**Run 1: clock routing**

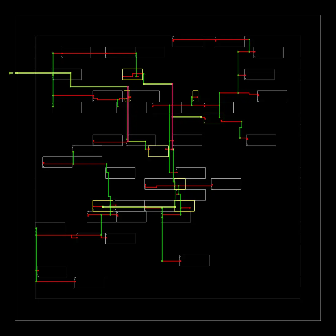
**Run 1: ports around the boundary**

(4 px per um) Pins as bars across the die edge, other pins in grey.
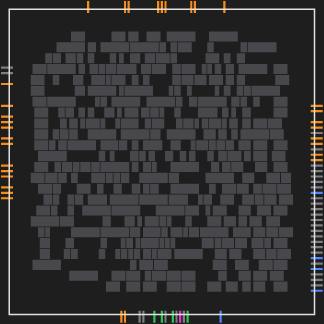
**Run 1: clock distribution**

(8 px per um)
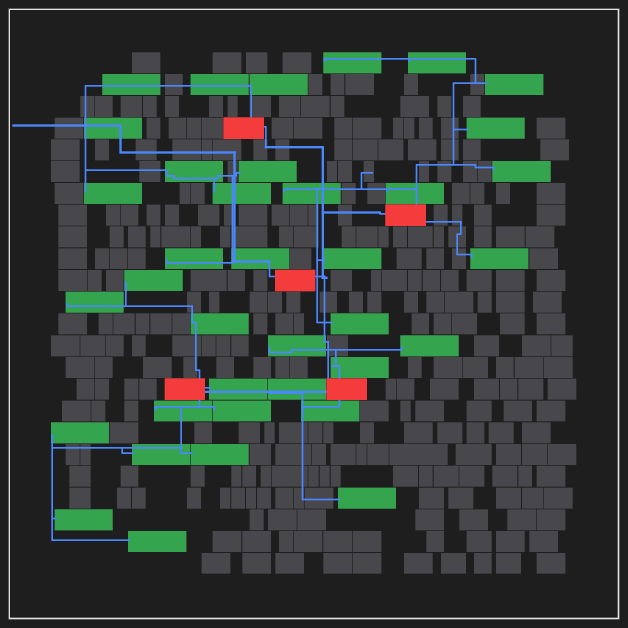
## config.mk

```make
export PLATFORM = sky130hd
export DESIGN_NAME = hazard_stall_ctrl
export DESIGN_NICKNAME = d
export VERILOG_FILES = /design/src/rtl/hazard_stall_ctrl.sv
export SDC_FILE = /design/constraint.sdc
export NUM_CORES = 1
export LEC_CHECK = 0
export CAP_MARGIN = 10
export CORE_MARGIN = 5
export CORE_UTILIZATION = 50
export CTS_CLUSTER_SIZE = 14
export DETAILED_ROUTE_END_ITERATION = 6
export PLACE_DENSITY = 0.87
export REMOVE_ABC_BUFFERS = 1
export SKIP_CTS_REPAIR_TIMING = 1
export SLEW_MARGIN = 25
export SYNTH_ARGS = -nofsm -noshare
export SYNTH_HDL_FRONTEND = slang
export SYNTH_SLANG_ARGS = --single-unit
```

## constraint.sdc

```tcl
create_clock -name clk -period 5.08 [get_ports clk]
set_input_delay 1.27 -clock clk [delete_from_list [all_inputs] [get_ports clk]]
set_output_delay 1.27 -clock clk [all_outputs]
set_load 0.02 [all_outputs]
```

## src/rtl/hazard_stall_ctrl.sv

```systemverilog
// Pipeline hold/bubble control for the 5-stage core: load-use and D-stage branch
// operand hazards, mult/div busy sequencing and a running stall-cycle counter.
module hazard_stall_ctrl #(
  parameter int MULT_CYC = 5,
  parameter int DIV_CYC  = 10,
  parameter int CNT_W    = 4
) (
  input  logic             clk,
  input  logic             rst,
  input  logic [4:0]       rs_D,
  input  logic [4:0]       rt_D,
  input  logic             use_rs_D,
  input  logic             use_rt_D,
  input  logic             branch_D,
  input  logic             md_use_D,
  input  logic [4:0]       wa_E,
  input  logic             regwrite_E,
  input  logic             memread_E,
  input  logic [4:0]       wa_M,
  input  logic             memread_M,
  input  logic             md_start_E,
  input  logic             md_op_E,
  output logic             stall_pc,
  output logic             stall_F,
  output logic             flush_E,
  output logic             md_busy,
  output logic [CNT_W-1:0] md_cnt,
  output logic [31:0]      stall_count
);

  typedef enum logic {IDLE, BUSY} state_t;

  localparam logic [CNT_W-1:0] MULT_LAT = CNT_W'(MULT_CYC);
  localparam logic [CNT_W-1:0] DIV_LAT  = CNT_W'(DIV_CYC);
  localparam logic [CNT_W-1:0] CNT_ONE  = CNT_W'(1);

  state_t           state, state_nx;
  logic [CNT_W-1:0] cnt, cnt_nx, lat;
  logic             match_E, match_M, lu, br, md, stall;

  // Hazard detection: same-cycle, register 0 never forwards a dependency
  always_comb begin
    match_E = (wa_E != 5'd0) &
              ((use_rs_D & (rs_D == wa_E)) | (use_rt_D & (rt_D == wa_E)));
    match_M = (wa_M != 5'd0) &
              ((use_rs_D & (rs_D == wa_M)) | (use_rt_D & (rt_D == wa_M)));
    lu      = memread_E & match_E;
    br      = branch_D & ((regwrite_E & match_E) | (memread_M & match_M));
    md      = md_use_D & (md_busy | md_start_E);
    stall   = (lu | br | md) & ~rst;
  end

  assign stall_pc = stall;
  assign stall_F  = stall;
  assign flush_E  = stall;
  assign md_busy  = (state == BUSY);
  assign md_cnt   = cnt;

  // Mult/div sequencer: a start in either state (re)loads the full latency
  always_comb begin
    state_nx = state;
    cnt_nx   = cnt;
    lat      = md_op_E ? DIV_LAT : MULT_LAT;
    case (state)
      IDLE: begin
        if (md_start_E) begin
          state_nx = BUSY;
          cnt_nx   = lat;
        end
      end
      BUSY: begin
        if (md_start_E) begin
          cnt_nx = lat;
        end else if (cnt == CNT_ONE) begin
          state_nx = IDLE;
          cnt_nx   = '0;
        end else begin
          cnt_nx = cnt - CNT_ONE;
        end
      end
      default: begin
        state_nx = IDLE;
        cnt_nx   = '0;
      end
    endcase
  end

  always_ff @(posedge clk) begin
    if (rst) begin
      state       <= IDLE;
      cnt         <= '0;
      stall_count <= '0;
    end else begin
      state <= state_nx;
      cnt   <= cnt_nx;
      if (stall) stall_count <= stall_count + 32'd1;
    end
  end

endmodule

```

==> impl_metrics.env, run 1 <==
# source this file to load flow results
export IMPL_reg2reg_from="stall_count[3]$_SDFFE_PP0P_"
export IMPL_buffers_excl_clock=73
export IMPL_drive_above_1_share_pct=3.89
export IMPL_vias=2295
export IMPL_logic_family="simple AND/OR/NAND/NOR gates"
export IMPL_io_pin_count=71
export IMPL_netlist_instances=270
export IMPL_inverters_excl_clock=9
export IMPL_sh_seq_area_pct=25.0
export IMPL_postSynth_asyncResetShare_pct=0
export IMPL_grt_antenna_before_repair=0
export IMPL_setup_viol=0
export IMPL_place_ws_ps=260
export IMPL_p_comb_share_pct=17.4
export IMPL_required_ps=3810
export IMPL_crit_path_cell_trace="clkdlybuf4s50_1 -> xor2_1 -> nor4_1 -> a32oi_1 -> o221a_4 -> nor2_1 -> clkdlybuf4s50_1"
export IMPL_final_cell_mix="clkdlybuf4s50_1 (70), dfxtp_1 (37), a21oi_1 (35)"
export IMPL_logic_area_um2=1320
export IMPL_fp_dieH_um=76.0
export IMPL_met3WireLength_um=496
export IMPL_met2_usage_pct=35.6
export IMPL_dr_pass1_iters=4
export IMPL_cpMostUsedCell="clkdlybuf4s50_1"
export IMPL_ant_nets=0
export IMPL_synthTopCellsByCount="dfxtp_1 (37), a21oi_1 (35), o21ai_0 (25)"
export IMPL_reg2reg_to="stall_count[31]$_SDFFE_PP0P_"
export IMPL_ir_drop_mv=0.139
export IMPL_setup_slack_ps=263
export IMPL_place_congestion=0.946
export IMPL_cellLeakagePower_nw=0.934
export IMPL_clock_power_share_pct=32.9
export IMPL_port_buffers=70
export IMPL_cts_buffers=5
export IMPL_ff2ff_setup_slack_ps=2770
export IMPL_status="finished clean"
export IMPL_drt_met1_wl_um=2760
export IMPL_crit_path_end_kind="output pin"
export IMPL_nFillCells=387
export IMPL_cp_num_buf_inv=2
export IMPL_fp_util_pct=50.7
export IMPL_ys_sh_adder_pct=1.73
export IMPL_power_leader="registers"
export IMPL_overflow=0
export IMPL_pwr_density_cell_nw_per_um2=205
export IMPL_cap_violations=0
export IMPL_globalRoute_busiestLayer="met2"
export IMPL_ys_dominant_reg_cell="dfxtp_1"
export IMPL_fmax_ghz=0.208
export IMPL_diodes=0
export IMPL_cts_tree="done"
export IMPL_yosysUniqueCellTypes=38
export IMPL_yosysMostFrequentCell="dfxtp_1"
export IMPL_critPathArrivalTime_ps=3550
export IMPL_yosysWarnings=0
export IMPL_p_int_mw=0.443
export IMPL_xor_area_share_pct=8.45
export IMPL_cts_root_buf="clkbuf_8"
export IMPL_fin_nets=367
export IMPL_topCellsByArea="dfxtp_1 (34%), a21oi_1 (8.1%), xor2_1 (6.8%)"
export IMPL_top_area_share_pct=34.0
export IMPL_synth_largest_area_cell="dfxtp_1"
export IMPL_crit_type="in2out"
export IMPL_grt_use_met3_pct=6.28
export IMPL_whs_ps=489
export IMPL_cts_max_level=2
export IMPL_max_stage_delay_ps=640
export IMPL_flops=37
export IMPL_syn_area_um2=2180
export IMPL_clk_path_buf_depth=2
export IMPL_sh_comb_area_pct=44.5
export IMPL_fin_crit_sh_pct=94.8
export IMPL_min_from="stall_count[31]$_SDFFE_PP0P_"
export IMPL_buffer_area_share_pct=24.4
export IMPL_dp_cells=378
export IMPL_rsz0062_at_grt="false"
export IMPL_final_seq_area_um2=741
export IMPL_r2r_cells=7
export IMPL_holdPathEnd="stall_count[31]$_SDFFE_PP0P_"
export IMPL_yosys_area_um2=2180
export IMPL_grt_util_met1_pct=26.1
export IMPL_mostFrequentLayoutCell="clkdlybuf4s50_1"
export IMPL_largest_register_ffs=32
export IMPL_clk_pin_slew_ps=70
export IMPL_routed_wl_um=6300
export IMPL_cp_start_kind="input pin"
export IMPL_die_area_um2=5770
export IMPL_edf_count=0
export IMPL_ys_sh_simple_pct=28.2
export IMPL_clock_area_share_pct=2.83
export IMPL_min_path_cells=2
export IMPL_drtIter0Drc=149
export IMPL_core_um2=4290
export IMPL_slew_limit_headroom_pct=60.7
export IMPL_min_period_ps=4820
export IMPL_slowest_stage="clkdlybuf4s50_1"
export IMPL_drcViolationCount=0
export IMPL_grt_max_degree=61
export IMPL_powerComb_mw=0.106
export IMPL_wire_per_inst_um=16.3
export IMPL_swShare_pct=27.0
export IMPL_syn_avg_cell_area_um2=8.06
export IMPL_hp_class="reg2reg"
export IMPL_area_growth_pct=36.3
export IMPL_grt_pass1_wl_um=10400
export IMPL_die_width_um=76.0
export IMPL_worstMarginPinSlew_ps=588
export IMPL_crit_family="buffers and inverters"
export IMPL_clock_skew_ps=11.1
export IMPL_crit_fanout=3
export IMPL_p_switching_mw=0.164
export IMPL_ys_sh_aoi_pct=21.3
export IMPL_yosys_cells=270
export IMPL_final_cells=386
export IMPL_post_drt_via_cell_ratio=5.95
export IMPL_comb_cells=207
export IMPL_pwr_share_seq_pct=49.7
export IMPL_hold_viol=0
export IMPL_ys_sh_mux_pct=0.920
export IMPL_tool_warnings=26
export IMPL_top_register="stall_count"
export IMPL_synth_flops=37
export IMPL_maxSlewViolCount=0
export IMPL_first_global_vias=2227
export IMPL_power_clock_mw=0.200
export IMPL_dpl_hpwl_um=4560
export IMPL_taps=52
export IMPL_grt_util_all_layers_pct=21.2
export IMPL_row_count=24
export IMPL_wl_met2_um=2960
export IMPL_tns_ps=0
export IMPL_synth_seq_share_pct=34.0
export IMPL_largest_class="combinational gates"
export IMPL_routed_top_layer="met4"
export IMPL_p_seq_mw=0.302
Notes on 'clock routing' above:
clkbuf count: 7
Sinks on Clock Net: 37
clock latency at the later pin of the worst-skew pair: 290 ps

Notes on 'ports around the boundary' above:
- magenta: stall_F (pins 1; direction output; edge bottom)
- blue: rt_D (pins 5; direction input; edge 4 right, 1 bottom)
- green: md_cnt (pins 4; direction output; edge bottom)
- orange: stall_count (pins 32; direction output; edge 13 left, 9 top, 8 right, 2 bottom)
- all pins by edge: 34 right, 15 left, 13 bottom, 9 top

Notes on 'clock distribution' above:
- green: flip-flops (count 37)
- red: cells driving clock nets (count 5)
- blue: clock wires (length 466 um)
- routed clock nets: 6

## run 1: worst max path at each step
stage                 start  endpoint  slack, ps  cells after the start
floorplan           wa_E[3]   flush_E        730                      5
global placement    wa_M[3]  stall_pc        340                      7
detailed placement  wa_M[3]   stall_F        260                      7
CTS                 wa_M[3]   stall_F        270                      7
global route        rt_D[2]   stall_F        130                      7
finish              wa_M[3]   flush_E        260                      7
## run 1: per-stage QoR
| step | utilization, % | total power [mW] | instance area [um^2] |
|---|---|---|---|
| 4_1_cts | 69.1 | 0.614 | 2970 |
| 3_5_place_dp | 67.1 | 0.414 | 2880 |
| 3_3_place_gp | 67.1 | 0.411 | 2880 |
| 2_1_floorplan | - | 0.354 | 2090 |
| 6_report | 69.1 | 0.608 | 2970 |
| 5_1_grt | 69.1 | 0.639 | 2970 |
==> inputs of run 2 (changes only) <==
- SLEW_MARGIN: 25 -> unset
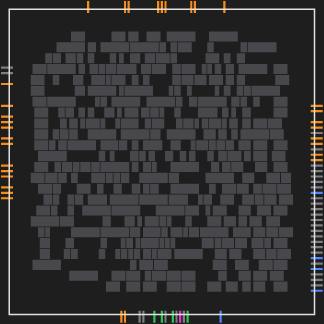
**Above:** run 2 (ports around the boundary).
(4 px per um) Pins as bars across the die edge, other pins in grey.
- orange: stall_count (pins 32; direction output; edge 13 left, 9 top, 8 right, 2 bottom)
- magenta: stall_F (pins 1; direction output; edge bottom)
- green: md_cnt (pins 4; direction output; edge bottom)
- blue: rt_D (pins 5; direction input; edge 4 right, 1 bottom)

==> run 2 against run 1 <==
Global-route usage unchanged. Total power unchanged. Core utilization stayed put. Sequential share of layout area stayed put. Combinational power hardly changed. Area after synthesis unchanged. First-iteration DRC count unchanged.
==> impl_metrics.env, run 2 <==
# source this file to load flow results
export IMPL_synth_largest_area_cell="dfxtp_1"
export IMPL_cts_root_buf="clkbuf_8"
export IMPL_grt_pass1_wl_um=10400
export IMPL_top_register="stall_count"
export IMPL_powerComb_mw=0.106
export IMPL_ys_sh_adder_pct=1.73
export IMPL_grt_antenna_before_repair=0
export IMPL_fin_nets=367
export IMPL_routed_wl_um=6300
export IMPL_grt_util_all_layers_pct=21.2
export IMPL_area_growth_pct=36.3
export IMPL_first_global_vias=2227
export IMPL_dpl_hpwl_um=4560
export IMPL_grt_use_met3_pct=6.28
export IMPL_place_congestion=0.946
export IMPL_fin_util_pct=69.1
export IMPL_grt_max_degree=61
export IMPL_logic_family="simple AND/OR/NAND/NOR gates"
export IMPL_yosys_area_um2=2180
export IMPL_drcViolationCount=0
export IMPL_yosysUniqueCellTypes=38
export IMPL_drive_above_1_share_pct=3.89
export IMPL_io_pin_count=71
export IMPL_pwr_density_cell_nw_per_um2=205
export IMPL_met3WireLength_um=496
export IMPL_slew_limit_headroom_pct=60.7
export IMPL_clk_latency_ps=290
export IMPL_ys_sh_aoi_pct=21.3
export IMPL_diodes=0
export IMPL_grt_util_met1_pct=26.1
export IMPL_power_leader="registers"
export IMPL_drt_met1_wl_um=2760
export IMPL_tool_warnings=26
export IMPL_post_drt_via_cell_ratio=5.95
export IMPL_ant_nets=0
export IMPL_yosysWarnings=0
export IMPL_required_ps=3810
export IMPL_min_path_cells=2
export IMPL_globalRoute_busiestLayer="met2"
export IMPL_swShare_pct=27.0
export IMPL_met2_usage_pct=35.6
export IMPL_whs_ps=489
export IMPL_cts_max_level=2
export IMPL_power_clock_mw=0.200
export IMPL_yosys_cells=270
export IMPL_fin_crit_sh_pct=94.8
export IMPL_edf_count=0
export IMPL_largest_register_ffs=32
export IMPL_ys_sh_mux_pct=0.920
export IMPL_min_period_ps=4820
export IMPL_ys_dominant_reg_cell="dfxtp_1"
export IMPL_dp_cells=378
export IMPL_postSynth_asyncResetShare_pct=0
export IMPL_power_mw=0.608
export IMPL_clock_power_share_pct=32.9
export IMPL_overflow=0
export IMPL_wire_per_inst_um=16.3
export IMPL_fp_dieH_um=76.0
export IMPL_cp_start_kind="input pin"
export IMPL_post_route_cell_area_um2=2970
export IMPL_worstMarginPinSlew_ps=588
export IMPL_syn_avg_cell_area_um2=8.06
export IMPL_final_cells=386
export IMPL_holdPathEnd="stall_count[31]$_SDFFE_PP0P_"
export IMPL_cts_sinks=37
export IMPL_crit_fanout=3
export IMPL_port_buffers=70
export IMPL_setup_slack_ps=263
export IMPL_p_comb_share_pct=17.4
export IMPL_wl_met2_um=2960
export IMPL_rsz0062_at_grt="false"
export IMPL_topCellsByArea="dfxtp_1 (34%), a21oi_1 (8.1%), xor2_1 (6.8%)"
export IMPL_status="finished clean"
export IMPL_netlist_instances=270
export IMPL_synthTopCellsByCount="dfxtp_1 (37), a21oi_1 (35), o21ai_0 (25)"
export IMPL_clk_path_buf_depth=2
export IMPL_p_int_mw=0.443
export IMPL_placed_area_um2=2880
export IMPL_pwr_share_seq_pct=49.7
export IMPL_reg2reg_to="stall_count[31]$_SDFFE_PP0P_"
export IMPL_ys_sh_simple_pct=28.2
export IMPL_final_cell_mix="clkdlybuf4s50_1 (70), dfxtp_1 (37), a21oi_1 (35)"
export IMPL_core_um2=4290
export IMPL_fmax_ghz=0.208
export IMPL_p_seq_mw=0.302
export IMPL_critPathArrivalTime_ps=3550
export IMPL_maxSlewViolCount=0
export IMPL_cts_tree="done"
export IMPL_crit_type="in2out"
export IMPL_drtIter0Drc=149
export IMPL_place_ws_ps=260
export IMPL_cap_violations=0
export IMPL_xor_area_share_pct=8.45
export IMPL_hold_viol=0
export IMPL_die_area_um2=5770
export IMPL_reg2reg_from="stall_count[3]$_SDFFE_PP0P_"
export IMPL_die_width_um=76.0
export IMPL_min_from="stall_count[31]$_SDFFE_PP0P_"
export IMPL_hp_class="reg2reg"
export IMPL_routed_top_layer="met4"
export IMPL_clk_pin_slew_ps=70
export IMPL_synth_seq_share_pct=34.0
export IMPL_dr_pass1_iters=4
export IMPL_vias=2295
export IMPL_yosysMostFrequentCell="dfxtp_1"
export IMPL_top_area_share_pct=34.0
export IMPL_mostFrequentLayoutCell="clkdlybuf4s50_1"
export IMPL_fp_util_pct=50.7
export IMPL_p_switching_mw=0.164
export IMPL_setup_viol=0
export IMPL_synth_flops=37
export IMPL_cts_buffers=5
export IMPL_ff2ff_setup_slack_ps=2770
export IMPL_syn_area_um2=2180
export IMPL_crit_path_end_kind="output pin"
export IMPL_tns_ps=0
export IMPL_cellLeakagePower_nw=0.934
export IMPL_row_count=24
export IMPL_ir_drop_mv=0.139
export IMPL_r2r_cells=7
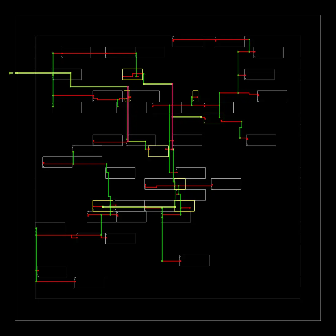
**Above:** run 2 (clock routing).
Flops: 37
clock skew: 11.1 ps

## run 2: how the worst max path moves through the flow
stage,from,to,slack (ps),cells after the start
after floorplan,wa_E[3],flush_E,730,5
final,wa_M[3],flush_E,260,7
after global placement,wa_M[3],stall_pc,340,7
after CTS,wa_M[3],stall_F,270,7
after global routing,rt_D[2],stall_F,130,7
after detailed placement,wa_M[3],stall_F,260,7
## run 2: layout make-up
type	count	area, um^2
repair buffers	73	723
multi-input cells	207	1320
flip-flops and latches	37	741
inverters	9	33.8
well taps	52	65.1
clock inverters	1	7.51
fillers	387	1330
clock buffers	7	76.3
## run 2: worst max-delay path: stages
cell and delay (ps):
clkdlybuf4s50_1 480, xor2_1 170, nor4_1 390, a32oi_1 160, o221a_4 270, nor2_1 160, clkdlybuf4s50_1 640
Power and IR drop assume default switching activity.
